`src/rtl/timer_pkg.sv`:
```
// Shared constants and helpers for the multi-channel compare/interrupt unit.
package timer_pkg;

  localparam int CNT_W_DEFAULT = 64;

  localparam logic ONESHOT  = 1'b0;
  localparam logic PERIODIC = 1'b1;

  // Channel-index width: a single-channel build still needs a one-bit index.
  function automatic int ch_idx_w(input int n);
    return (n <= 1) ? 1 : $clog2(n);
  endfunction

endpackage

```
`src/rtl/multi_compare_interrupt_compare_channel.sv`:
```
// One compare channel: match detection, one-shot/periodic re-arm,
// sticky pending status and overrun tracking.
module compare_channel
  import timer_pkg::*;
#(
  parameter int CNT_W = CNT_W_DEFAULT
) (
  input  logic             sys_clk,
  input  logic             sys_rst,
  input  logic [CNT_W-1:0] cnt_val,
  input  logic             cfg_we,
  input  logic [CNT_W-1:0] cfg_cmp,
  input  logic [CNT_W-1:0] cfg_period,
  input  logic             cfg_periodic,
  input  logic             int_clr,
  output logic             status,
  output logic             overrun
);

  logic [CNT_W-1:0] cmp;
  logic [CNT_W-1:0] period;
  logic             periodic;
  logic             armed;
  logic             hit_q;
  logic             hit;
  logic             evt;

  assign hit = armed & (cnt_val == cmp);
  assign evt = hit & ~hit_q;

  always_ff @(posedge sys_clk) begin
    if (sys_rst) begin
      cmp      <= '0;
      period   <= '0;
      periodic <= ONESHOT;
      armed    <= 1'b0;
      hit_q    <= 1'b0;
      status   <= 1'b0;
      overrun  <= 1'b0;
    end else begin
      hit_q <= hit;
      // A config write overrides the re-arm side of a coincident event.
      if (cfg_we) begin
        cmp      <= cfg_cmp;
        period   <= cfg_period;
        periodic <= cfg_periodic;
        armed    <= 1'b1;
        hit_q    <= 1'b0;
      end else if (evt) begin
        if (periodic == PERIODIC && period != '0)
          cmp <= cmp + period;
        else
          armed <= 1'b0;
      end

      // Setting beats clearing; overrun only when the old event is still unacknowledged.
      if (evt) begin
        status <= 1'b1;
        if (status && !int_clr)
          overrun <= 1'b1;
      end else if (int_clr) begin
        status  <= 1'b0;
        overrun <= 1'b0;
      end
    end
  end

endmodule

```
`src/rtl/multi_compare_interrupt.sv`:
```
// Multi-channel compare/interrupt unit: per-channel config decode, output
// masking and lowest-index pending channel selection.
module multi_compare_interrupt
  import timer_pkg::*;
#(
  parameter  int NUM_CH   = 4,
  parameter  int CNT_W    = CNT_W_DEFAULT,
  localparam int CH_IDX_W = ch_idx_w(NUM_CH)
) (
  input  logic                sys_clk,
  input  logic                sys_rst,
  input  logic [CNT_W-1:0]    cnt_val,
  input  logic                cfg_we,
  input  logic [CH_IDX_W-1:0] cfg_ch,
  input  logic [CNT_W-1:0]    cfg_cmp,
  input  logic [CNT_W-1:0]    cfg_period,
  input  logic                cfg_periodic,
  input  logic [NUM_CH-1:0]   int_en,
  input  logic [NUM_CH-1:0]   int_clr,
  output logic [NUM_CH-1:0]   int_status,
  output logic [NUM_CH-1:0]   int_overrun,
  output logic [NUM_CH-1:0]   tim_int_vec,
  output logic                tim_int,
  output logic [CH_IDX_W-1:0] int_id,
  output logic                int_id_vld
);

  logic [NUM_CH-1:0] ch_we;

  for (genvar g = 0; g < NUM_CH; g++) begin : g_ch
    assign ch_we[g] = cfg_we && (cfg_ch == CH_IDX_W'(g));

    compare_channel #(
      .CNT_W(CNT_W)
    ) u_ch (
      .sys_clk      (sys_clk),
      .sys_rst      (sys_rst),
      .cnt_val      (cnt_val),
      .cfg_we       (ch_we[g]),
      .cfg_cmp      (cfg_cmp),
      .cfg_period   (cfg_period),
      .cfg_periodic (cfg_periodic),
      .int_clr      (int_clr[g]),
      .status       (int_status[g]),
      .overrun      (int_overrun[g])
    );
  end

  assign tim_int_vec = int_status & int_en;
  assign tim_int     = |tim_int_vec;
  assign int_id_vld  = tim_int;

  // Scan downward so the lowest set index is the last one written.
  always_comb begin
    int_id = '0;
    for (int i = NUM_CH - 1; i >= 0; i--) begin
      if (tim_int_vec[i])
        int_id = CH_IDX_W'(i);
    end
  end

endmodule

```
`config.mk`:
```
export PLATFORM = sky130hd
export DESIGN_NAME = multi_compare_interrupt
export DESIGN_NICKNAME = d
export VERILOG_FILES = /design/src/rtl/timer_pkg.sv /design/src/rtl/multi_compare_interrupt_compare_channel.sv /design/src/rtl/multi_compare_interrupt.sv
export SDC_FILE = /design/constraint.sdc
export NUM_CORES = 2
export LEC_CHECK = 0
export CAP_MARGIN = 20
export CORE_MARGIN = 5
export CORE_UTILIZATION = 45
export CTS_CLUSTER_SIZE = 24
export DETAILED_ROUTE_END_ITERATION = 6
export MAX_ROUTING_LAYER = met4
export PLACE_DENSITY = 0.75
export SKIP_LAST_GASP = 1
export SYNTH_ARGS = -nofsm -noshare
export SYNTH_HDL_FRONTEND = slang
export SYNTH_SLANG_ARGS = --single-unit
```
`constraint.sdc`:
```
create_clock -name sys_clk -period 9.15 [get_ports sys_clk]
set_input_delay 0.915 -clock sys_clk [delete_from_list [all_inputs] [get_ports sys_clk]]
set_output_delay 0.915 -clock sys_clk [all_outputs]
set_load 0.02 [all_outputs]
```
==> results.yml <==
# yosys + openroad results
worst_setup_path:
  longest_individual_stage_delay_on_the_worst_path_ns: 0.78
  critical-path-top-delay-family: "simple AND/OR/NAND/NOR gates"
  timing.critical_path.arrival_ns: 5.55
  timing.reg2reg.setup_slack_ns: 4.41
  critical_path_depth: 12
  timing.critical_path.slowest_stage_cell: "sky130_fd_sc_hd__clkdlybuf4s50_1"
  cell_chain_of_the_critical_path: "clkdlybuf4s50_1 -> nor2b_1 -> a2111o_1 -> nor4_2 -> nand3_1 -> or4b_1 -> or4_4 -> nor2_4 -> buf_4 -> nand3_1 -> mux2_2 -> a21oi_1"
run_status:
  status: "completed"
global_route:
  grt_start_max_net_pins: 117
  global_route.usage.total_pct: 37.60
  grt_first_pass_wirelength_um: 256200
finish:
  reg.largest.list: "g_ch.u_ch.cmp (256), g_ch.u_ch.period (256)"
  final-comb-area_um2: 26510
  biggestCellCategory: "combinational gates"
  nonClockInverterCount: 117
  num-nets-final: 5704
  area_share_clock_buf_inv_pct: 4.952
  sequential_cell_total: 532
  fin_area_um2: 43710
floorplanning:
  die_height_um: 303.9
  pin_count: 222
  tap-cell-count: 1144
synthesis:
  synth_top_cell_by_area: "sky130_fd_sc_hd__dfxtp_1"
  number_of_enable_flip_flop_cells: 0
  ys_seq_share_pct: 27.39
  synth.top_cells.by_area: "sky130_fd_sc_hd__dfxtp_1, sky130_fd_sc_hd__nand2_1, sky130_fd_sc_hd__ha_1"
  synth.avg_cell_area_um2: 7.386
  ys_seq_elements: 532
  synth_cell_type_count: 91
  yosysWarnings: 0
  yosys_area_um2: 38880
pwr:
  power.share.clock_pct: 42.7
  maxPowerGroup: "the clock network"
  totalPowerFinal_mw: 6.351
  pg_clk_mw: 2.71
  net-switching-power_mw: 1.956
  internal_power_mw: 4.395
  combinationalPower_mw: 1.07
timing:
  setup_tns_ns: 0
  final_min_period_over_clock_period_pct: 54.30
  timing.clock.skew_ns: 0.02219
  grt_setup_unrepaired: "no"
  fmax_mhz: 201.3
drt:
  drc: 0
  drtAntennaViolNets: 0
  first_pass_iters: 6
placement:
  gpl.final_weighted_congestion: 1.116
  preCtsSetupSlack_ns: 3.711
  port_buffers: 221
run:
  warnings: 32
  cap_violations: 0
clocking:
  cts_made_buffers: 61
  postCtsHoldBufs: 0
  ctsResizeCount: 0
worst_hold_path:
  hold-path-cell-count: 2
  worst_hold_startpoint: "g_ch[2].u_ch.periodic"
[layer usage]
layer	GRT usage, %	wire length [um]	vias up	part of all wire (%)
li1	-	-	18954	-
met1	48.88	71360	19689	40
met2	52.38	72010	2510	40
met3	9.374	21960	527	12
met4	22.90	14550	0	8.1
met5	-	0	-	0
[cell usage after synthesis, drive strengths merged (45+ instances only)]
master	number
xnor2	226
a311oi	73
clkbuf	308
ha	252
o21bai	51
o21ai	208
nor2	426
nand4	104
nor3	79
dfxtp	532
a31oi	45
mux2i	91
a21oi	622
nand2	912
xor2	155
inv	117
nand3	88
a211oi	169
nor4	104
a21o	166
[tightest hold or removal path: cells and delay by family (launching register included)]
family | cells | cell delay, ns
DFF | 1 | 0.31
and+or+nand+nor | 1 | 0.05
AOI/OAI and AO/OA | 1 | 0.05
==> images/layer_met2.png <==
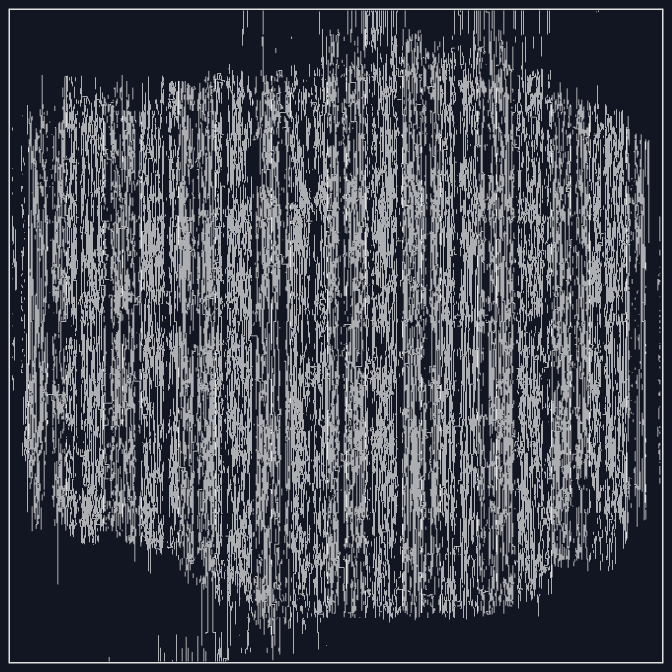
wire length on this layer	72.0 mm
nets with wire on the layer	4645
number of vias after detailed routing: 41.68k
Final Routed Wirelength: 179900 um

==> images/congestion.png <==
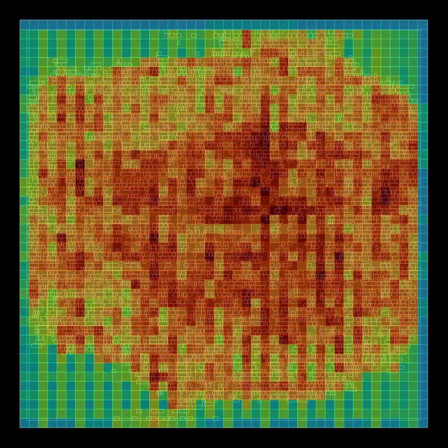
met2 routing resource usage after global routing: 52.38%
routing usage on met1: 48.88%
share of the core filled with cells: 51.18%
grt peak-use layer: met2
grt met3 use: 9.374%

==> images/cell_density.png <==
30 x 30 tiles, from white (low) to dark blue (high), 0 to 100% covered.
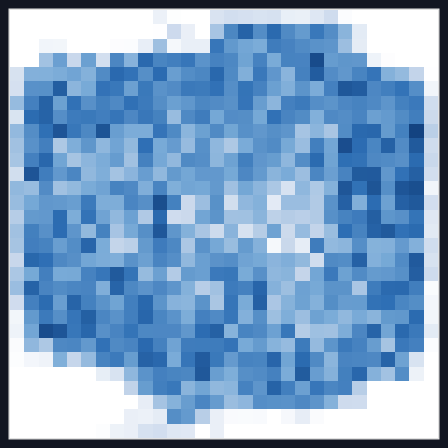
nearly empty tiles	15%
tiles over 75% full	9.3%
emptiest ninth of the die	lower left
floorplan-stage core utilization: 45.52%
placeable core area: 85410 um^2

Power is estimated from default activity; no workload was simulated.
